**config.mk**
```make
export PLATFORM = sky130hd
export DESIGN_NAME = reg_bus_ctrl
export DESIGN_NICKNAME = d
export VERILOG_FILES = /design/src/rtl/reg_bus_ctrl_pkg.sv /design/src/rtl/reg_bus_ctrl_dec3to8.sv /design/src/rtl/reg_bus_ctrl.sv
export SDC_FILE = /design/constraint.sdc
export NUM_CORES = 1
export LEC_CHECK = 0
export CAP_MARGIN = 40
export CORE_ASPECT_RATIO = 1.5
export CORE_MARGIN = 2
export CORE_UTILIZATION = 35
export CTS_CLUSTER_DIAMETER = 120
export CTS_CLUSTER_SIZE = 30
export DETAILED_ROUTE_END_ITERATION = 7
export PLACE_DENSITY = 0.67
export SETUP_SLACK_MARGIN = 0.02
export SLEW_MARGIN = 0
export SYNTH_ARGS = -nofsm -noshare
export SYNTH_HDL_FRONTEND = slang
export SYNTH_HIERARCHICAL = 1
export SYNTH_SLANG_ARGS = --single-unit
```
**constraint.sdc**
```tcl
create_clock -name clk -period 2.1 [get_ports clk]
set_clock_uncertainty 0.05 [all_clocks]
set_input_delay 0.42 -clock clk [delete_from_list [all_inputs] [get_ports clk]]
set_output_delay 0.42 -clock clk [all_outputs]
set_load 0.01 [all_outputs]
```
**src/rtl/reg_bus_ctrl_pkg.sv**
```systemverilog
// Shared definitions for the register-bus controller: widths, opcodes,
// FSM state encoding and a small decision helper.
package reg_bus_ctrl_pkg;

   localparam int W_DEF    = 16;
   localparam int NREG_DEF = 8;
   localparam int IDX_W    = 3;

   localparam logic [1:0] OP_LOAD = 2'b00;
   localparam logic [1:0] OP_MOVE = 2'b01;
   localparam logic [1:0] OP_READ = 2'b10;
   localparam logic [1:0] OP_SWAP = 2'b11;

   typedef enum logic [2:0] {
      ST_IDLE = 3'd0,
      ST_RD   = 3'd1,
      ST_WR1  = 3'd2,
      ST_WR2  = 3'd3,
      ST_RESP = 3'd4
   } state_t;

   // MOVE/SWAP between distinct registers are the only read ops that write back
   function automatic logic needs_write(input logic [1:0]       op,
                                        input logic [IDX_W-1:0] src,
                                        input logic [IDX_W-1:0] dst);
      return ((op == OP_MOVE) || (op == OP_SWAP)) && (src != dst);
   endfunction

endpackage

```
**src/rtl/reg_bus_ctrl_dec3to8.sv**
```systemverilog
// 3-bit index to one-hot 8 decoder with enable; all-zero when disabled.
module dec3to8 (
   input  logic       en,
   input  logic [2:0] idx,
   output logic [7:0] onehot
);

   // one bit set at idx when enabled, otherwise nothing selected
   always_comb begin
      onehot = 8'd0;
      if (en) begin
         onehot[idx] = 1'b1;
      end else begin
         onehot = 8'd0;
      end
   end

endmodule

```
**src/rtl/reg_bus_ctrl.sv**
```systemverilog
// Register-bus controller: accepts LOAD/MOVE/READ/SWAP commands and
// sequences one-hot select/enable pulses onto a bank of registers sharing
// one write bus and two read buses.
module reg_bus_ctrl
   import reg_bus_ctrl_pkg::*;
#(
   parameter int W    = W_DEF,
   parameter int NREG = NREG_DEF
) (
   input  logic             clk,
   input  logic             rst,
   input  logic             cmd_valid,
   output logic             cmd_ready,
   input  logic [1:0]       cmd_op,
   input  logic [IDX_W-1:0] cmd_src,
   input  logic [IDX_W-1:0] cmd_dst,
   input  logic [W-1:0]     cmd_imm,
   output logic [NREG-1:0]  reg_en,
   output logic [NREG-1:0]  reg_selA,
   output logic [NREG-1:0]  reg_selB,
   output logic [W-1:0]     reg_d,
   input  logic [W-1:0]     bus_a,
   input  logic [W-1:0]     bus_b,
   output logic             rsp_valid,
   input  logic             rsp_ready,
   output logic [W-1:0]     rsp_a,
   output logic [W-1:0]     rsp_b
);

   state_t           state_r;
   logic [1:0]       op_r;
   logic [IDX_W-1:0] src_r;
   logic [IDX_W-1:0] dst_r;
   logic             wen_r;
   logic [IDX_W-1:0] wen_idx_r;
   logic             sel_en_r;
   logic [W-1:0]     reg_d_r;
   logic [W-1:0]     rsp_a_r;
   logic [W-1:0]     rsp_b_r;
   logic             rsp_valid_r;
   logic             cmd_ready_r;
   logic [7:0]       en_oh_s;
   logic [7:0]       sela_oh_s;
   logic [7:0]       selb_oh_s;

   // Sequencer: every output-facing control is a flop set on entry to the
   // state it belongs to, so pulses line up exactly with RD/WR1/WR2.
   always_ff @(posedge clk or negedge rst) begin
      if (!rst) begin
         state_r     <= ST_IDLE;
         op_r        <= OP_LOAD;
         src_r       <= 3'd0;
         dst_r       <= 3'd0;
         wen_r       <= 1'b0;
         wen_idx_r   <= 3'd0;
         sel_en_r    <= 1'b0;
         reg_d_r     <= {W{1'b0}};
         rsp_a_r     <= {W{1'b0}};
         rsp_b_r     <= {W{1'b0}};
         rsp_valid_r <= 1'b0;
         cmd_ready_r <= 1'b1;
      end else begin
         case (state_r)
            ST_IDLE: begin
               if (cmd_valid) begin
                  op_r        <= cmd_op;
                  src_r       <= cmd_src;
                  dst_r       <= cmd_dst;
                  cmd_ready_r <= 1'b0;
                  if (cmd_op == OP_LOAD) begin
                     // LOAD answers with the immediate and a zero B word
                     state_r   <= ST_WR1;
                     wen_r     <= 1'b1;
                     wen_idx_r <= cmd_dst;
                     reg_d_r   <= cmd_imm;
                     rsp_a_r   <= cmd_imm;
                     rsp_b_r   <= {W{1'b0}};
                  end else begin
                     state_r  <= ST_RD;
                     sel_en_r <= 1'b1;
                  end
               end else begin
                  state_r <= ST_IDLE;
               end
            end
            ST_RD: begin
               sel_en_r <= 1'b0;
               rsp_a_r  <= bus_a;
               rsp_b_r  <= bus_b;
               if (needs_write(op_r, src_r, dst_r)) begin
                  state_r   <= ST_WR1;
                  wen_r     <= 1'b1;
                  wen_idx_r <= dst_r;
                  reg_d_r   <= bus_a;
               end else begin
                  state_r     <= ST_RESP;
                  rsp_valid_r <= 1'b1;
               end
            end
            ST_WR1: begin
               if (op_r == OP_SWAP) begin
                  // second half of the swap: old B contents into src
                  state_r   <= ST_WR2;
                  wen_r     <= 1'b1;
                  wen_idx_r <= src_r;
                  reg_d_r   <= rsp_b_r;
               end else begin
                  state_r     <= ST_RESP;
                  wen_r       <= 1'b0;
                  reg_d_r     <= {W{1'b0}};
                  rsp_valid_r <= 1'b1;
               end
            end
            ST_WR2: begin
               state_r     <= ST_RESP;
               wen_r       <= 1'b0;
               reg_d_r     <= {W{1'b0}};
               rsp_valid_r <= 1'b1;
            end
            ST_RESP: begin
               if (rsp_ready) begin
                  state_r     <= ST_IDLE;
                  rsp_valid_r <= 1'b0;
                  cmd_ready_r <= 1'b1;
               end else begin
                  state_r <= ST_RESP;
               end
            end
            default: begin
               state_r     <= ST_IDLE;
               wen_r       <= 1'b0;
               sel_en_r    <= 1'b0;
               reg_d_r     <= {W{1'b0}};
               rsp_valid_r <= 1'b0;
               cmd_ready_r <= 1'b1;
            end
         endcase
      end
   end

   dec3to8 u_dec_en (
      .en     (wen_r),
      .idx    (wen_idx_r),
      .onehot (en_oh_s)
   );

   dec3to8 u_dec_sela (
      .en     (sel_en_r),
      .idx    (src_r),
      .onehot (sela_oh_s)
   );

   dec3to8 u_dec_selb (
      .en     (sel_en_r),
      .idx    (dst_r),
      .onehot (selb_oh_s)
   );

   assign reg_en    = en_oh_s[NREG-1:0];
   assign reg_selA  = sela_oh_s[NREG-1:0];
   assign reg_selB  = selb_oh_s[NREG-1:0];
   assign reg_d     = reg_d_r;
   assign rsp_valid = rsp_valid_r;
   assign rsp_a     = rsp_a_r;
   assign rsp_b     = rsp_b_r;
   assign cmd_ready = cmd_ready_r;

endmodule

```
### Floorplan with the power grid, run 1

Bar = 20 um. Pins as bars on the die edge.
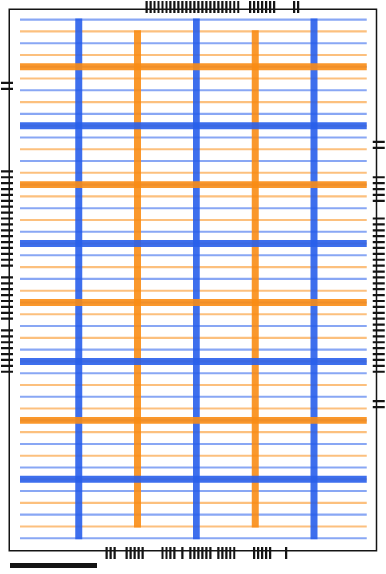
- orange: VDD
- blue: VSS
- met1 rails: 45
- met5 straps: 8
Die Height: 125 um
die width: 84.4 um
Max VDD drop: 0.755 mV

### Cells colored by class, run 1

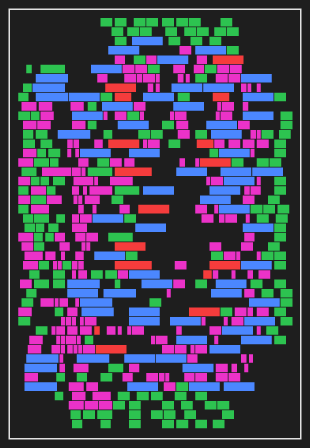
- blue: flip-flops (cells 66)
- green: other buffers and delay cells (cells 159)
- magenta: all other logic (cells 210)
- red: clock drivers and dummy loads (cells 16)

==> impl_metrics.json, run 1 <==
{
  "rsz0062_at_grt": "false",
  "lay_top_cells": "clkdlybuf4s50_1 (111), dfrtp_1 (54), mux2i_1 (35), nand2_1 (23), inv_1 (23)",
  "final_common_cell": "clkdlybuf4s50_1",
  "max_slew_margin": 0.464,
  "cp_slowest_cell": "clkdlybuf4s50_1",
  "comb_area_um2": 1560,
  "drt_iter0_markers": 165,
  "ctsHtreeMaxLevel": 3,
  "path_cells": "and4b_2 -> clkdlybuf4s50_1",
  "final_util": 0.560,
  "tightest_slew_ns": 0.802,
  "worst_slack_ns": 0.0619,
  "gr-total-overflow": 0,
  "io_buffers": 133,
  "powerComb_uw": 4330,
  "status": "finished clean",
  "logic_family": "simple AND/OR/NAND/NOR gates",
  "yosys-mux-area-fraction": 0.130,
  "vias": 3009,
  "fillers": 837,
  "dr.pass1.iters": 5,
  "intPower_uw": 5400,
  "cp.arrival_ns": 1.57,
  "yosysTopAreaCell": "dfrtp_1",
  "dp_hpwl_um": 6660,
  "path_class": "reg -> out",
  "max_freq_mhz": 491,
  "cts.sinks": 66,
  "powerSeq_uw": 2490,
  "switchingPower_uw": 3080,
  "path_max_fanout": 6,
  "crit_start": "wen_idx_r[1]",
  "drv_slew": 0,
  "yosys_cells": 296,
  "yosys_warnings": 6,
  "cts_resized": 26,
  "xor_share": 0.00774,
  "swShare": 0.363
}
### Clock wires, drivers and flops, run 1

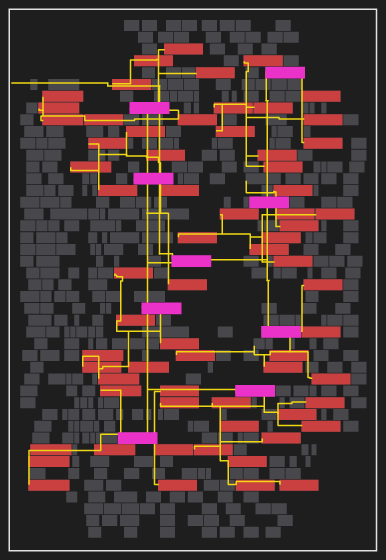
- yellow: clock wires (length 896 um)
- red: flip-flops (count 66)
- magenta: cells driving clock nets (count 9)
- flops lie: all over the die
Late-Pin Clk Latency: 0.33 ns
Clock power frac: 0.197
Clk. pwr: 1670 uW

run 1: final cells by class:
type / count / area share
Clock inverter: 4 / 0.0135
Clock buffer: 12 / 0.0497
Sequential cell: 66 / 0.310
Timing Repair Buffer: 159 / 0.293
Inverter: 23 / 0.0161
Multi-Input combinational cell: 187 / 0.291
Tap cell: 115 / 0.0268
run 1: per-layer routing:
metal / GRT usage / wire [um] / vias to the layer above
li1: - / - / 1416
met1: 0.214 / 3670 / 1477
met2: 0.327 / 5230 / 98
met3: 0.0497 / 618 / 18
met4: 0.0812 / 235 / 0
met5: 0 / 0 / -
run 1: per-stage QoR:
step,cell area (um2),total power [uW]
floorplan,3390,4750
global placement,4900,6540
detailed placement,4900,6650
CTS,5320,8520
global route,5370,9040
finish,5370,8490
==> run 1 -> run 2 <==
==> constraint.sdc (replaced) <==
create_clock -name clk -period 2.1 [get_ports clk]
set_clock_uncertainty 0.05 [all_clocks]
set_input_delay 0.315 -clock clk [delete_from_list [all_inputs] [get_ports clk]]
set_output_delay 0.315 -clock clk [all_outputs]
set_load 0.01 [all_outputs]
### Routing congestion map, run 2

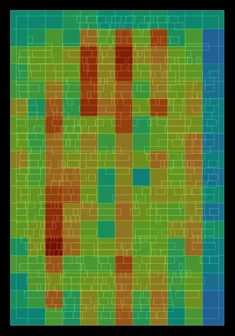
grt met3 use: 0.0577
met1 Use GR: 0.216

### Floorplan with the power grid, run 2

Bar = 20 um. Pins as bars on the die edge.
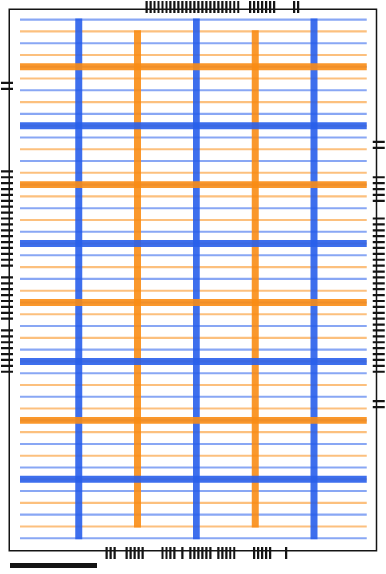
- orange: VDD
- blue: VSS
- rows: 44
- met1 rails: 45
- met5 straps: 8

### Clock wires, drivers and flops, run 2

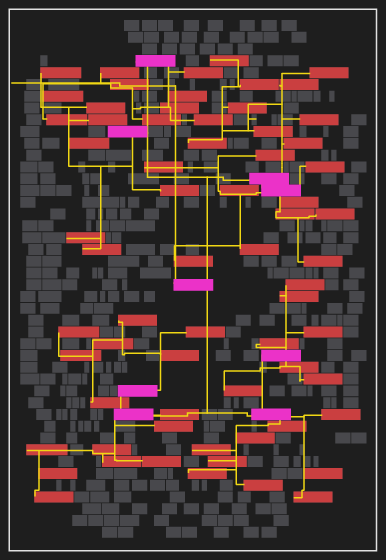
- red: flip-flops (count 66)
- magenta: cells driving clock nets (count 9)
- yellow: clock wires (length 941 um)
- flops lie: all over the die
Clock power frac: 0.169
Clk. pwr: 1350 uW

==> impl_metrics.json, run 2 <==
{
  "swShare": 0.378,
  "io_buffers": 133,
  "grt_busiest_layer": "met2",
  "seq_cells": 66,
  "met3RoutedLength_um": 679,
  "worst_slack_ns": 0.0771,
  "ctsHtreeMaxLevel": 3,
  "final_common_cell": "clkdlybuf4s50_1",
  "die_h_um": 125,
  "comb_area_um2": 1560,
  "switchingPower_uw": 3010,
  "top_layer": "met4",
  "fillers": 891,
  "dr.pass1.iters": 7,
  "vias": 2966,
  "inv_count": 23,
  "vdd_drop_max_mv": 0.771,
  "path_max_fanout": 11,
  "max_freq_mhz": 494,
  "gr-total-overflow": 0,
  "max_slew_margin": 0.462,
  "taps": 115,
  "dp_hpwl_um": 6740,
  "yosysTopAreaCell": "dfrtp_1",
  "rsz0062_at_grt": "false",
  "buf_share": 0.283,
  "lay_top_cells": "clkdlybuf4s50_1 (130), dfrtp_1 (58), mux2i_1 (35), nand2_1 (23), inv_1 (23)",
  "design_area_um2": 5180,
  "clk_latency_ns": 0.33,
  "yosys_warnings": 6,
  "path_cells": "nor4b_2 -> clkdlybuf4s50_1",
  "post_dp_cell_area_um2": 4900,
  "nClkBuffers": 13,
  "wl_met2_um": 5050,
  "cts_resized": 4,
  "status": "finished clean"
}
run 2: cell counts after synthesis:
Identical to the previous run, type by type.
run 2: worst paths after layout:
kind                       slack [ns]  cells after the start           to        from
setup reg to reg                 0.24                      4     reg_d[9]  state_r[0]
min in group asynchronous        0.49                      3     src_r[2]         rst
hold / removal                   0.43                      2    rsp_a[11]   rsp_a[11]
max in group asynchronous        1.18                      3    cmd_ready         rst
setup / recovery                 0.08                      2  reg_selB[0]    dst_r[0]
hold reg to reg                  0.43                      2    rsp_a[11]   rsp_a[11]
run 2: kinds of logic after synthesis:
family | after synthesis | synth area share
AOI/OAI and AO/OA | 69 | 0.156
xor gates and xnor gates | 3 | 0.00774
muxes | 43 | 0.130
buffers and inverters | 43 | 0.0579
DFF | 66 | 0.487
and+or+nand+nor | 72 | 0.161
Power is estimated from default activity; no workload was simulated.
